**src/rtl/sev_seg_scanner.sv**
```systemverilog
`timescale 1ns/1ps
`default_nettype none
// ============================================================================
//  Module   : sev_seg_scanner
//  Purpose  : Multiplexed N-digit hex seven-segment driver with frame-
//             synchronous shadowing, leading-zero blanking, per-digit decimal
//             points and PWM brightness.
//  Revision : 1.0 - initial release
// ============================================================================
module sev_seg_scanner #(
    parameter int N_DIGITS = 8,
    parameter int CLK_HZ   = 100_000_000,
    parameter int DIGIT_HZ = 500,
    parameter int BRIGHT_W = 4
) (
    input  logic                  clock,
    input  logic                  reset,
    input  logic [4*N_DIGITS-1:0] value,
    input  logic [N_DIGITS-1:0]   dp_in,
    input  logic                  blank_lz,
    input  logic [BRIGHT_W-1:0]   brightness,
    output logic [N_DIGITS-1:0]   anode_select,
    output logic [6:0]            segs,
    output logic                  dp,
    output logic                  frame_done
);

    // Slot length and derived widths; the on-time threshold is computed wide
    // enough that (brightness+1)*DIV never truncates.
    localparam int c_div   = CLK_HZ / DIGIT_HZ;
    localparam int c_div_w = (c_div > 1) ? $clog2(c_div) : 1;
    localparam int c_idx_w = (N_DIGITS > 1) ? $clog2(N_DIGITS) : 1;
    localparam int c_on_w  = BRIGHT_W + c_div_w + 1;
    localparam logic [c_div_w-1:0] c_div_last = c_div_w'(c_div - 1);
    localparam logic [c_idx_w-1:0] c_idx_last = c_idx_w'(N_DIGITS - 1);

    // Scan state
    logic [c_div_w-1:0]    div_q, div_d;
    logic [c_idx_w-1:0]    idx_q, idx_d;

    // Shadow copies of the inputs, refreshed only at frame boundaries
    logic [4*N_DIGITS-1:0] value_s_q, value_s_d;
    logic [N_DIGITS-1:0]   dp_s_q, dp_s_d;
    logic                  blank_s_q, blank_s_d;
    logic [BRIGHT_W-1:0]   bright_s_q, bright_s_d;

    // Registered outputs
    logic [N_DIGITS-1:0]   anode_q, anode_d;
    logic [6:0]            segs_q, segs_d;
    logic                  dp_q, dp_d;
    logic                  frame_done_q, frame_done_d;

    // Combinational helpers
    logic                  w_tick;
    logic                  w_frame_end;
    logic [c_on_w-1:0]     w_prod;
    logic [c_on_w-1:0]     w_on_lim;
    logic                  w_on;
    logic [N_DIGITS-1:0]   w_blank;
    logic [3:0]            w_nibble;
    logic                  w_dp_sel;
    logic                  w_blank_sel;
    logic [6:0]            w_seg_dec;

    // Slot divider, digit index, frame boundary and shadow capture
    always_comb begin
        w_tick       = (div_q == c_div_last);
        w_frame_end  = w_tick && (idx_q == c_idx_last);
        div_d        = w_tick ? '0 : div_q + c_div_w'(1);
        idx_d        = idx_q;
        if (w_tick) begin
            idx_d = (idx_q == c_idx_last) ? '0 : idx_q + c_idx_w'(1);
        end
        value_s_d    = value_s_q;
        dp_s_d       = dp_s_q;
        blank_s_d    = blank_s_q;
        bright_s_d   = bright_s_q;
        if (w_frame_end) begin
            value_s_d  = value;
            dp_s_d     = dp_in;
            blank_s_d  = blank_lz;
            bright_s_d = brightness;
        end
        frame_done_d = w_frame_end;
    end

    // PWM on-window: lit while div < ((brightness+1)*DIV) >> BRIGHT_W
    always_comb begin
        w_prod   = (c_on_w'(bright_s_q) + c_on_w'(1)) * c_on_w'(c_div);
        w_on_lim = w_prod >> BRIGHT_W;
        w_on     = (c_on_w'(div_q) < w_on_lim);
    end

    // Leading-zero blanking: digit i dark when it and every higher nibble is zero
    always_comb begin
        logic zeros;
        zeros   = 1'b1;
        w_blank = '0;
        for (int i = 0; i < N_DIGITS; i++) begin
            zeros = 1'b1;
            for (int j = 0; j < N_DIGITS; j++) begin
                if (j >= i && value_s_q[4*j +: 4] != 4'h0) begin
                    zeros = 1'b0;
                end
            end
            w_blank[i] = blank_s_q && (i != 0) && zeros && !dp_s_q[i];
        end
    end

    // Select the active digit's nibble, decimal point and blank flag
    always_comb begin
        w_nibble    = 4'h0;
        w_dp_sel    = 1'b0;
        w_blank_sel = 1'b0;
        for (int i = 0; i < N_DIGITS; i++) begin
            if (idx_q == c_idx_w'(i)) begin
                w_nibble    = value_s_q[4*i +: 4];
                w_dp_sel    = dp_s_q[i];
                w_blank_sel = w_blank[i];
            end
        end
    end

    // Hex to active-low gfedcba
    always_comb begin
        case (w_nibble)
            4'h0:    w_seg_dec = 7'b1000000;
            4'h1:    w_seg_dec = 7'b1111001;
            4'h2:    w_seg_dec = 7'b0100100;
            4'h3:    w_seg_dec = 7'b0110000;
            4'h4:    w_seg_dec = 7'b0011001;
            4'h5:    w_seg_dec = 7'b0010010;
            4'h6:    w_seg_dec = 7'b0000010;
            4'h7:    w_seg_dec = 7'b1111000;
            4'h8:    w_seg_dec = 7'b0000000;
            4'h9:    w_seg_dec = 7'b0010000;
            4'hA:    w_seg_dec = 7'b0001000;
            4'hB:    w_seg_dec = 7'b0000011;
            4'hC:    w_seg_dec = 7'b1000110;
            4'hD:    w_seg_dec = 7'b0100001;
            4'hE:    w_seg_dec = 7'b0000110;
            default: w_seg_dec = 7'b0001110;
        endcase
    end

    // Next output values; a single anode is chosen so two can never be low
    always_comb begin
        anode_d = '1;
        segs_d  = 7'h7F;
        dp_d    = 1'b1;
        if (w_on && !w_blank_sel) begin
            for (int i = 0; i < N_DIGITS; i++) begin
                if (idx_q == c_idx_w'(i)) begin
                    anode_d[i] = 1'b0;
                end
            end
            segs_d = w_seg_dec;
            dp_d   = ~w_dp_sel;
        end
    end

    // State, shadow and output registers with asynchronous clear
    always_ff @(posedge clock or negedge reset) begin
        if (!reset) begin
            div_q        <= '0;
            idx_q        <= '0;
            value_s_q    <= '0;
            dp_s_q       <= '0;
            blank_s_q    <= 1'b0;
            bright_s_q   <= '0;
            anode_q      <= '1;
            segs_q       <= 7'h7F;
            dp_q         <= 1'b1;
            frame_done_q <= 1'b0;
        end else begin
            div_q        <= div_d;
            idx_q        <= idx_d;
            value_s_q    <= value_s_d;
            dp_s_q       <= dp_s_d;
            blank_s_q    <= blank_s_d;
            bright_s_q   <= bright_s_d;
            anode_q      <= anode_d;
            segs_q       <= segs_d;
            dp_q         <= dp_d;
            frame_done_q <= frame_done_d;
        end
    end

    assign anode_select = anode_q;
    assign segs         = segs_q;
    assign dp           = dp_q;
    assign frame_done   = frame_done_q;

endmodule
`default_nettype wire

```
**config.mk**
```make
export PLATFORM = sky130hd
export DESIGN_NAME = sev_seg_scanner
export DESIGN_NICKNAME = d
export VERILOG_FILES = /design/src/rtl/sev_seg_scanner.sv
export SDC_FILE = /design/constraint.sdc
export NUM_CORES = 1
export LEC_CHECK = 0
export ABC_AREA = 1
export CAP_MARGIN = 0
export CELL_PAD_IN_SITES_DETAIL_PLACEMENT = 1
export CELL_PAD_IN_SITES_GLOBAL_PLACEMENT = 2
export CORE_MARGIN = 5
export CORE_UTILIZATION = 30
export CTS_BUF_LIST = sky130_fd_sc_hd__clkbuf_8
export DETAILED_ROUTE_END_ITERATION = 7
export PLACE_DENSITY_LB_ADDON = 0.08
export SETUP_SLACK_MARGIN = 0.05
export SYNTH_ARGS = -nofsm -noshare
export SYNTH_HDL_FRONTEND = slang
export SYNTH_SLANG_ARGS = --single-unit
```
**constraint.sdc**
```tcl
create_clock -name clock -period 4.2 [get_ports clock]
set_input_delay 0.84 -clock clock [delete_from_list [all_inputs] [get_ports clock]]
set_output_delay 0.84 -clock clock [all_outputs]
set_load 0.05 [all_outputs]
```
**Supply network**

Scale: 2 px per um. Pins as bars on the die edge.
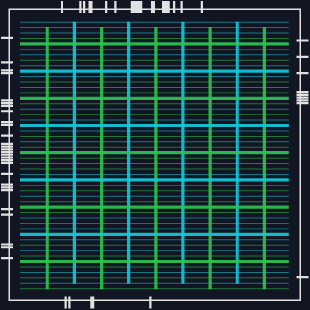
[cyan] VDD
[green] VSS
met5 straps: 9
signal pins: 64
rows: 49
Max VDD drop: 107 uV
CORE AREA: 17900 um2
die span in y: 145 um

**Placed cells, one colour a class**

Scale: 2 px per um. Fill, decap, tap and diode cells in grey.
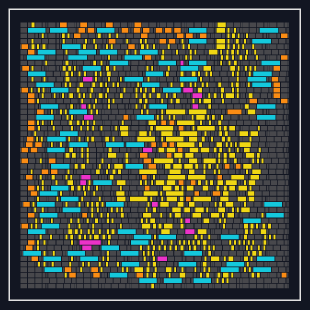
[magenta] clock drivers and dummy loads | cells: 16 | share of their area: 2.9%
[yellow] remaining logic cells | cells: 635 | share of their area: 54%
[orange] remaining buffers and delay cells | cells: 88 | share of their area: 12%
[cyan] sequential cells | cells: 83 | share of their area: 31%
flop share of the area: 29.6%
Row Count: 49
Final Cell Area: 7090 um2
Util after Layout: 39.6%

==> impl_metrics.env <==
# flow metrics
export IMPL_status="completed"
export IMPL_cts_resized=22
export IMPL_comb_cell_share_pct=46.1
export IMPL_top_register="value_s_q"
export IMPL_drive_gt1_share_pct=15.6
export IMPL_gr_usage_met2_pct=26.7
export IMPL_gr_total_overflow=0
export IMPL_p_switching_uw=370
export IMPL_cp_data_arrival_time_ns=4.35
export IMPL_synth_main_ff_cell="dfrtp_1"
export IMPL_hold_ws_ns=0.473
export IMPL_fp_util_pct=30.5
export IMPL_xor_share_pct=3.21
export IMPL_final_nets=923
export IMPL_root_buffer="clkbuf_8"
export IMPL_busiest_layer="met2"
export IMPL_synthTopCellsByArea="dfrtp_1 31%, nand2_1 18%, ha_1 13%, dfstp_2 7.7%, inv_1 7.0%"
export IMPL_mux_area_share_pct=0
export IMPL_n_all_inverters=103
export IMPL_largest_reg_flops=32
export IMPL_cp_top_family="adder cells"
export IMPL_ys_seq_elements=83
export IMPL_num_antenna_cells=0
export IMPL_io_pin_count=64
export IMPL_min_from="dp_s_q[4]"
export IMPL_drt_iter0_drc=121
export IMPL_antenna_left=0
export IMPL_synthSimpleGateAreaFrac_pct=28.4
export IMPL_buffers=88
export IMPL_numCtsBuffers=9
export IMPL_fin_ws_ns=0.156
export IMPL_holdBufCountCts=0
export IMPL_final_clk_cell_share_pct=2.83
export IMPL_yosys_warnings=0
export IMPL_grt_setup_unrepaired="yes"
export IMPL_synthArstFlopShare_pct=100
export IMPL_max_clock_freq_mhz=247
export IMPL_portBuffers=63
export IMPL_r2r_cells=24
export IMPL_drv_cap=0
export IMPL_hold_depth=2
export IMPL_power_mw=1.49
export IMPL_postSynthSeqShare_pct=38.5
export IMPL_stdcell_count=1051
export IMPL_wl_met2_mm=7.74
export IMPL_fin_crit_ns=4.04
export IMPL_hold_path_class="flop to flop"
export IMPL_layout_top_cell="nand2_1"
export IMPL_tightest_slew_ns=1.00
export IMPL_top_regs="value_s_q x32, div_q x18"
export IMPL_crit_end="anode_select[0]"
export IMPL_setup_worst_path_start_class="flop"
export IMPL_top_cell_area_share_pct=30.8
export IMPL_synth_avg_cell_area_um2=7.46
export IMPL_comb_cells=532
export IMPL_switching_share_pct=24.8
export IMPL_reg2reg_to="anode_select[0]"
export IMPL_dr_pass1_iters=4
export IMPL_synth_adder_area_share_pct=13.7
export IMPL_hold_end="dp_s_q[4]"
export IMPL_ys_area_um2=5450
export IMPL_hold_viol_final=0
**Clock distribution**

Scale: 4 px per um.
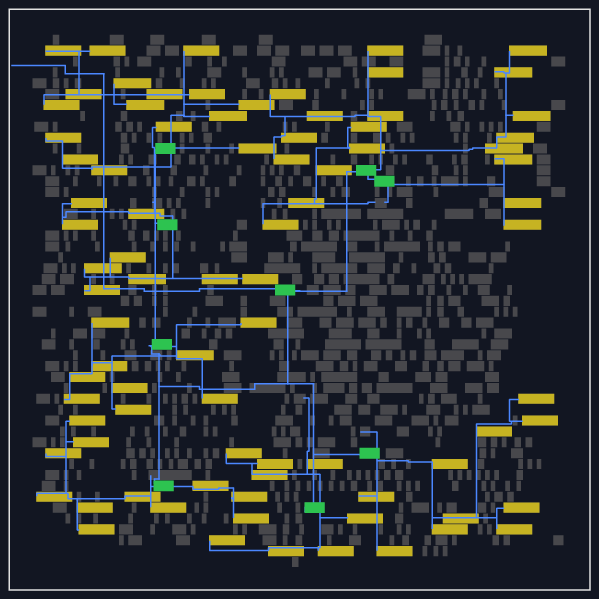
[green] clock-net drivers | count: 9
[blue] clock wires | length: 1400 um
[yellow] flip-flops | count: 83
flops lie: spread over the die
clk latency late pin: 0.39 ns
Worst Skew: 0.0155 ns
Clk pwr share: 41.5%

**Wiring by layer**

Scale: 2 px per um. Only two layers are drawn.
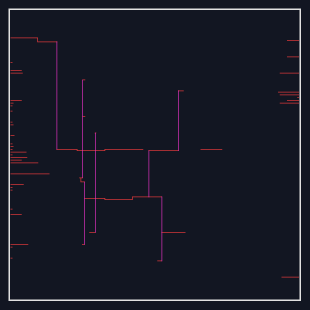
[magenta] M4 | wire length: 268 um
[red] M3 | wire length: 332 um
Total GRT Usage: 15.4%
WL/cell: 14.7 um
total routed wirelength: 15.4 mm
via count: 4849

-- cell usage after synthesis (2+ instances only) --
| cell | n |
|---|---|
| a211oi_1 | 2 |
| a21boi_2 | 2 |
| a21oi_1 | 31 |
| buf_2 | 4 |
| buf_6 | 2 |
| clkbuf_1 | 7 |
| dfrtp_1 | 67 |
| dfstp_2 | 16 |
| ha_1 | 58 |
| inv_1 | 102 |
| nand2_1 | 264 |
| nand2_2 | 4 |
| nand3_1 | 32 |
| nand4_1 | 4 |
| nor2_1 | 35 |
| nor3_1 | 19 |
| nor4_1 | 4 |
| nor4_2 | 2 |
| o211ai_1 | 2 |
| o21ai_0 | 37 |
| or2_2 | 5 |
| xnor2_1 | 9 |
| xor2_1 | 11 |
Power is estimated from default activity; no workload was simulated.
